<file path="src/rtl/fetch_unit.sv">
// Instruction fetch unit: issues one memory request per fetch start, latches the
// returned word into the instruction register and owns the program counter.
module fetch_unit #(
  parameter int unsigned TIMEOUT = 16
) (
  input  logic       clk,
  input  logic       rst,
  input  logic       en_fetch_pulse,
  input  logic       en_pc_pulse,
  input  logic [1:0] pc_ctrl,
  input  logic [7:0] pc_target,
  output logic       imem_req,
  output logic [7:0] imem_addr,
  input  logic       imem_ack,
  input  logic [7:0] imem_rdata,
  output logic       en1,
  output logic [3:0] opcode,
  output logic [1:0] rd,
  output logic [1:0] rs,
  output logic [7:0] pc,
  output logic       fetch_err
);

  typedef enum logic [1:0] {
    IDLE = 2'b00,
    REQ  = 2'b01,
    DONE = 2'b10,
    ERR  = 2'b11
  } state_t;

  localparam logic [7:0] TO_LAST = 8'(TIMEOUT - 1);

  state_t     state_r, state_s;
  logic       start_s;
  logic       timeout_s;
  logic       ack_s;
  logic [7:0] pc_r, pc_s;
  logic [7:0] addr_r;
  logic [7:0] ir_r;
  logic [7:0] tcnt_r;
  logic       req_r;
  logic       en1_r;
  logic       err_r;

  // Next-state decode; a fetch may start from IDLE or ERR only
  always_comb begin
    state_s   = state_r;
    start_s   = 1'b0;
    ack_s     = 1'b0;
    timeout_s = 1'b0;
    case (state_r)
      IDLE, ERR: begin
        if (en_fetch_pulse) begin
          state_s = REQ;
          start_s = 1'b1;
        end else begin
          state_s = state_r;
        end
      end
      REQ: begin
        if (imem_ack) begin
          state_s = DONE;
          ack_s   = 1'b1;
        end else if (tcnt_r == TO_LAST) begin
          state_s   = ERR;
          timeout_s = 1'b1;
        end else begin
          state_s = REQ;
        end
      end
      DONE:    state_s = IDLE;
      default: state_s = IDLE;
    endcase
  end

  // PC update mode decode
  always_comb begin
    pc_s = pc_r;
    if (en_pc_pulse) begin
      case (pc_ctrl)
        2'b00:   pc_s = pc_r;
        2'b01:   pc_s = pc_r + 8'd1;
        2'b10:   pc_s = pc_target;
        2'b11:   pc_s = 8'd0;
        default: pc_s = pc_r;
      endcase
    end else begin
      pc_s = pc_r;
    end
  end

  // State, datapath and registered outputs (outputs follow the next state)
  always_ff @(posedge clk or posedge rst) begin
    if (rst) begin
      state_r <= IDLE;
      pc_r    <= 8'd0;
      addr_r  <= 8'd0;
      ir_r    <= 8'd0;
      tcnt_r  <= 8'd0;
      req_r   <= 1'b0;
      en1_r   <= 1'b0;
      err_r   <= 1'b0;
    end else begin
      state_r <= state_s;
      pc_r    <= pc_s;
      req_r   <= (state_s == REQ);
      en1_r   <= (state_s == DONE);
      // address captures the pre-update PC even when a PC strobe coincides
      if (start_s) begin
        addr_r <= pc_r;
        tcnt_r <= 8'd0;
      end else if (state_r == REQ && !imem_ack) begin
        tcnt_r <= tcnt_r + 8'd1;
      end else begin
        tcnt_r <= tcnt_r;
      end
      if (ack_s) begin
        ir_r <= imem_rdata;
      end else begin
        ir_r <= ir_r;
      end
      if (timeout_s) begin
        err_r <= 1'b1;
      end else if (start_s) begin
        err_r <= 1'b0;
      end else begin
        err_r <= err_r;
      end
    end
  end

  assign imem_req  = req_r;
  assign imem_addr = addr_r;
  assign en1       = en1_r;
  assign opcode    = ir_r[7:4];
  assign rd        = ir_r[3:2];
  assign rs        = ir_r[1:0];
  assign pc        = pc_r;
  assign fetch_err = err_r;

endmodule

</file>
<file path="config.mk">
export PLATFORM = sky130hd
export DESIGN_NAME = fetch_unit
export DESIGN_NICKNAME = d
export VERILOG_FILES = /design/src/rtl/fetch_unit.sv
export SDC_FILE = /design/constraint.sdc
export NUM_CORES = 1
export LEC_CHECK = 0
export CAP_MARGIN = 20
export CORE_UTILIZATION = 51
export CTS_CLUSTER_DIAMETER = 80
export DETAILED_ROUTE_END_ITERATION = 8
export HOLD_SLACK_MARGIN = 0.15
export PLACE_DENSITY = 0.83
export SLEW_MARGIN = 20
export SYNTH_ARGS = -nofsm -noshare
export SYNTH_HDL_FRONTEND = slang
export SYNTH_SLANG_ARGS = --single-unit
</file>
<file path="constraint.sdc">
create_clock -name clk -period 2.45 [get_ports clk]
set_input_delay 0.49 -clock clk [delete_from_list [all_inputs] [get_ports clk]]
set_output_delay 0.49 -clock clk [all_outputs]
set_load 0.02 [all_outputs]
</file>
Fig. 1: run 1, cells coloured by class
Drawn at 6 px/um.
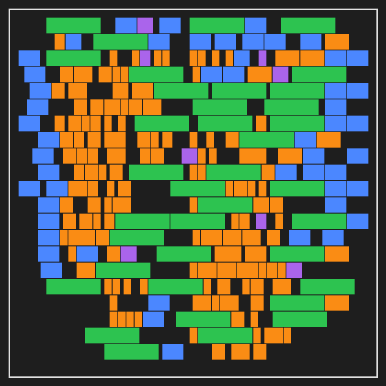
legend:
  flip-flops:
    colour: green
    cells: 37
    share_of_their_area: 40%
  all other logic:
    colour: orange
    cells: 135
    share_of_their_area: 35%
  other buffers and delay cells:
    colour: blue
    cells: 51
    share_of_their_area: 22%
  clock drivers and dummy loads:
    colour: purple
    cells: 8
    share_of_their_area: 2.2%
Post-Route Utilization: 0.705
core footprint: 3340 um2
num rows: 21

Fig. 2: run 1, signal wires on met1
Drawn at 8 px/um. Supply wires on this layer in grey. Cells faint in the background.
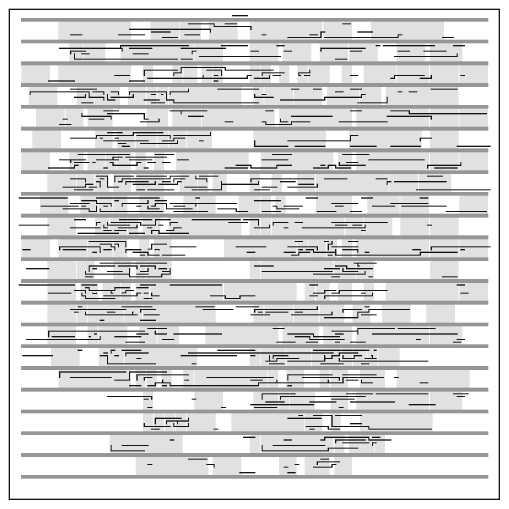
wire length on this layer: 1570 um
main direction: horizontal
nets with wire on the layer: 219

Fig. 3: run 1, placed standard cells
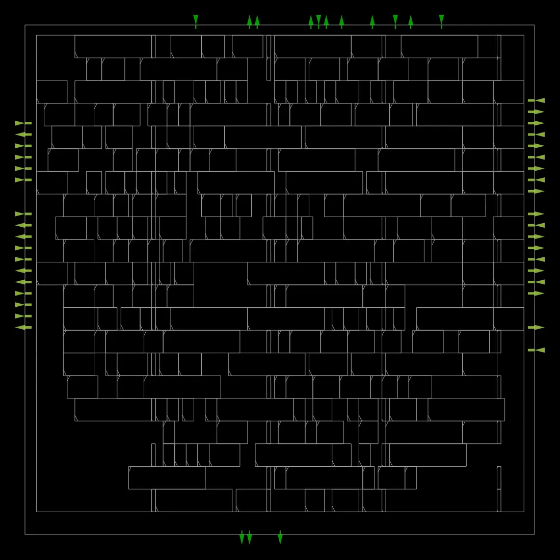
tap cells: 46
registers: 37
register share of the cell area: 0.393

Fig. 4: run 1, cell area per tile
Drawn at 6 px/um. 6 x 6 tiles, from dark blue (low) to red (high), 0 to 100% covered.
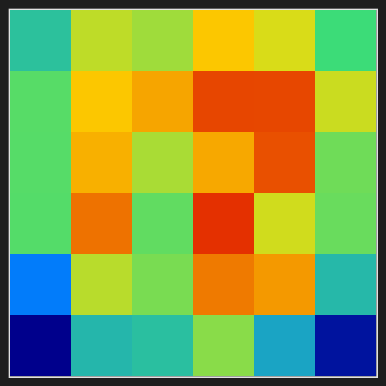
mean over tiles: 62%
fullest tile: 95%
tiles over 75% full: 33%
nearly empty tiles: 2.8%
fp_density: 0.533

## run 1: synthesized netlist by cell type, types with 5 or more instances
master / count / area share
nand2_1: 35 / 0.074
nor2b_1: 5 / 0.018
mux2_2: 8 / 0.051
a31oi_1: 7 / 0.025
o21ai_0: 5 / 0.014
inv_1: 6 / 0.013
nor2_1: 13 / 0.027
dfrtp_1: 37 / 0.52
buf_2: 5 / 0.014
xor2_1: 5 / 0.025
## run 1: cell families (layout without fill, tap and decap cells)
kind of cell | after synthesis | count (layout) | synth area share
multiplexers | 10 | 10 | 0.0619
AND/OR/NAND/NOR | 77 | 77 | 0.206
XOR/XNOR | 7 | 7 | 0.0345
AND-OR/OR-AND | 32 | 32 | 0.121
buffers and inverters | 14 | 65 | 0.0352
flip-flops | 37 | 37 | 0.520
adder cells (fa/ha/maj) | 3 | 3 | 0.0211
## run 1: placed cells by master (no fill, tap or decap), types with 5 or more instances in the layout
cell / count
clkdlybuf4s50_1: 49
inv_1: 6
dfrtp_1: 37
clkbuf_4: 5
nor2_1: 13
nand2_1: 35
nor2b_1: 5
a31oi_1: 7
mux2_2: 8
o21ai_0: 5
xor2_1: 5
## run 1: routing by layer
metal	share of wire	wire length, um	vias to the layer above
met4	0.0082	31	0
li1	-	-	725
met5	0	0	-
met3	0.078	293	4
met2	0.50	1870	75
met1	0.42	1570	733
## run 1: stage by stage
step / hold WS (ns) / std cells / setup slack (ns) / area, um2 / utilization
after global routing: 0.522 / 277 / 0.324 / 2350 / 0.705
after CTS: 0.488 / 277 / 0.394 / 2350 / 0.705
after floorplan: 0.505 / 180 / 1.01 / 1780 / -
final: 0.483 / 277 / 0.410 / 2350 / 0.705
after global placement: 0.458 / 269 / 0.514 / 2300 / 0.690
after detailed placement: 0.463 / 269 / 0.441 / 2300 / 0.690
## run 1: layout make-up
| type | instances | area, um2 |
|---|---|---|
| fillers | 270 | 983 |
| multi-input cells | 129 | 791 |
| inverters | 6 | 22.5 |
| clock inverters | 2 | 10.0 |
| repair buffers | 51 | 505 |
| flip-flops and latches | 37 | 926 |
| clock buffers | 6 | 41.3 |
| well taps | 46 | 57.6 |
## run 1: where the power goes
group          internal [mW]  leakage [nW]  switching, mW
Combinational          0.538         0.561          0.561
Sequential             0.813         0.463          0.151
Clock                  0.109        0.0320          0.192
## run 1: registers in the layout, summed over array words and instances, names as in the netlist
signal / cells
ir_r: 8
fetch_err: 1
state_r: 2
imem_addr: 8
en1: 1
imem_req: 1
tcnt_r: 8
pc: 8
## run 1: final timing paths
check | startpoint | endpoint | slack (ns) | cells past startpoint
max in group asynchronous | rst | pc[3] | 1.59 | 3
setup / recovery | pc[2] | pc[2] | 0.41 | 1
hold / removal | imem_addr[6] | imem_addr[6] | 0.48 | 2
setup reg to reg | state_r[1] | tcnt_r[4] | 0.84 | 6
hold reg to reg | imem_addr[6] | imem_addr[6] | 0.48 | 2
min in group asynchronous | rst | en1 | 0.55 | 3
==> results.sh, run 1 <==
# flow metrics
export IMPL_run_status="complete, no violations"
export IMPL_yosysCellCount=180
export IMPL_clkSlewWorstSetupHoldPaths_ns=0.10
export IMPL_syn_num_nets=206
export IMPL_pwr_density_cell_nw_per_um2=1000
export IMPL_hold_class="reg2reg"
export IMPL_ys_warnings_count=0
export IMPL_routedWlPerCell_um=13.6
export IMPL_critical_path_max_stage_delay_ns=0.68
export IMPL_fmax_ghz=0.490
export IMPL_fin_nets=256
export IMPL_maxCapViolations=0
export IMPL_hpwl_um=2740
export IMPL_ys_seq_frac=0.520
export IMPL_endpoint_kind="output port"
export IMPL_synth_cell_type_count=39
export IMPL_antennaDiodeCount=0
export IMPL_h_tree_depth=2
export IMPL_required_ns=1.96
export IMPL_leakagePower_nw=1.06
export IMPL_area_growth_pct=32.3
export IMPL_hold_buffers=0
export IMPL_die_x_um=61.1
export IMPL_dieArea_um2=3730
export IMPL_grt_max_degree=38
export IMPL_crit_fanout=10
export IMPL_vias=1537
export IMPL_post_cts_buffers=0
export IMPL_fp_dieH_um=61.1
export IMPL_syn_inst=180
Fig. 5: run 1, wires at chosen ports, followed through buffers
Drawn at 4 px/um.
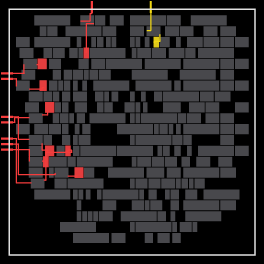

==> run 1 -> run 2 <==
--- a/config.mk
+++ b/config.mk
@@ -6,11 +6,11 @@
 export NUM_CORES = 1
 export LEC_CHECK = 0
 export CAP_MARGIN = 20
-export CORE_UTILIZATION = 51
+export CORE_UTILIZATION = 47
 export CTS_CLUSTER_DIAMETER = 80
 export DETAILED_ROUTE_END_ITERATION = 8
 export HOLD_SLACK_MARGIN = 0.15
-export PLACE_DENSITY = 0.83
+export PLACE_DENSITY = 0.78
 export SLEW_MARGIN = 20
 export SYNTH_ARGS = -nofsm -noshare
 export SYNTH_HDL_FRONTEND = slang
==> constraint.sdc (replaced) <==
create_clock -name clk -period 1.9 [get_ports clk]
set_input_delay 0.38 -clock clk [delete_from_list [all_inputs] [get_ports clk]]
set_output_delay 0.38 -clock clk [all_outputs]
set_load 0.02 [all_outputs]
Fig. 6: run 2, wires at chosen ports, followed through buffers
Drawn at 4 px/um.
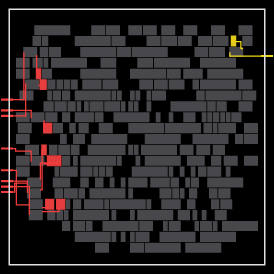
legend:
  rst:
    colour: yellow
    direction: input
    end_cells: 1
    buffers: 1
    wire: 13.9 um
  pc_target:
    colour: red
    direction: input
    end_cells: 8
    buffers: 8
    wire: 114 um
io pins: 50
IO buf count: 49

==> run 2 against run 1 <==
- power increased by 39%
- combinational power increased by 32%
- sequential share of layout area decreased by 1.3 points
- worst setup slack got worse by 0.36 ns
- clock-buffer cell count increased by 1
- worst hold slack got worse by 0.0095 ns
- via count decreased by 3.6%
- largest power group unchanged
- highest routed layer unchanged
==> results.sh, run 2 <==
# flow metrics
export IMPL_power_net_switching_mw=1.20
export IMPL_initCoreUtil=0.513
export IMPL_hold_class="reg2reg"
export IMPL_fin_util=0.703
export IMPL_internal_power_mw=2.09
export IMPL_run_status="complete, no violations"
export IMPL_leakagePower_nw=1.11
export IMPL_ys_seq_frac=0.520
export IMPL_hold_buffers=0
export IMPL_comb_power_share=0.440
export IMPL_fin_nets=260
export IMPL_hpwl_um=2900
export IMPL_routedWlPerCell_um=14.0
export IMPL_pwr_density_cell_nw_per_um2=1350
export IMPL_pwr_share_clk=0.179
export IMPL_fp_dieH_um=63.5
export IMPL_netSwitchingFraction=0.364
export IMPL_yosysCellCount=180
export IMPL_final_cell_area_um2=2440
export IMPL_crit_fanout=10
export IMPL_finalWorstSetupSlack_ns=0.0490
export IMPL_required_ns=1.52
export IMPL_synth_cell_type_count=39
export IMPL_die_x_um=63.5
export IMPL_h_tree_depth=2
export IMPL_top_area_frac=0.520
export IMPL_dieArea_um2=4040
export IMPL_p_seq_frac=0.381
export IMPL_ys_warnings_count=0
export IMPL_antennaDiodeCount=0
export IMPL_top_cell="dfrtp_1"
export IMPL_grt_max_degree=38
export IMPL_num_rows=21
export IMPL_syn_num_nets=206
export IMPL_critical_path_max_stage_delay_ns=0.67
export IMPL_fmax_ghz=0.540
export IMPL_ys_top_cells_by_count="dfrtp_1 (37), nand2_1 (35), nor2_1 (13)"
## run 2: cell counts after synthesis
No cell type changed its count.
## run 2: cells by family after synthesis
logic type | share of synthesized area
DFF | 0.520
xor gates and xnor gates | 0.0345
and+or+nand+nor | 0.206
muxes | 0.0619
adders and majority gates | 0.0211
buffers and inverters | 0.0352
AOI/OAI and AO/OA | 0.121
## run 2: what timing repair did
| action | 4_1_cts | 5_1_grt |
|---|---|---|
| endpoints found under the setup margin | 0 | 2 |
| resized | 0 | 2 |
| setup buffers | 0 | 0 |
## run 2: area by class of cell
cell class / count / area, um2
Clock buffer: 7 / 96.3
Clock inverter: 1 / 5.00
Fill cell: 285 / 1030
Tap cell: 46 / 57.6
Inverter: 6 / 22.5
Sequential cell: 37 / 927
Multi-Input combinational cell: 129 / 791
Timing Repair Buffer: 55 / 538
## run 2: path summary, 6_finish.rpt
kind	startpoint	to	slack (ns)	cells past startpoint
setup / recovery	pc[2]	pc[2]	0.05	1
hold / removal	imem_addr[4]	imem_addr[4]	0.47	2
setup reg to reg	tcnt_r[0]	imem_req	0.39	5
hold reg to reg	imem_addr[4]	imem_addr[4]	0.47	2
max in group asynchronous	rst	pc[1]	1.05	3
min in group asynchronous	rst	imem_addr[3]	0.51	3
## run 2: power by group through the flow
stage	registers [mW]	logic (mW)	clock network, mW
after CTS	1.25	1.46	0.607
final	1.25	1.45	0.587
after floorplan	1.49	0.573	0
after global placement	1.25	1.42	0
after detailed placement	1.27	1.46	0
after global routing	1.29	1.57	0.644
## run 2: layer usage
metal / part of all wire / up-vias / routed length, um / track usage
met3: 0.043 / 4 / 169 / 0.0616
met4: 0.018 / 0 / 72 / 0.0852
li1: - / 730 / - / -
met5: 0 / - / 0 / 0
met2: 0.52 / 42 / 2040 / 0.412
met1: 0.42 / 705 / 1650 / 0.241
Power and IR drop assume default switching activity.
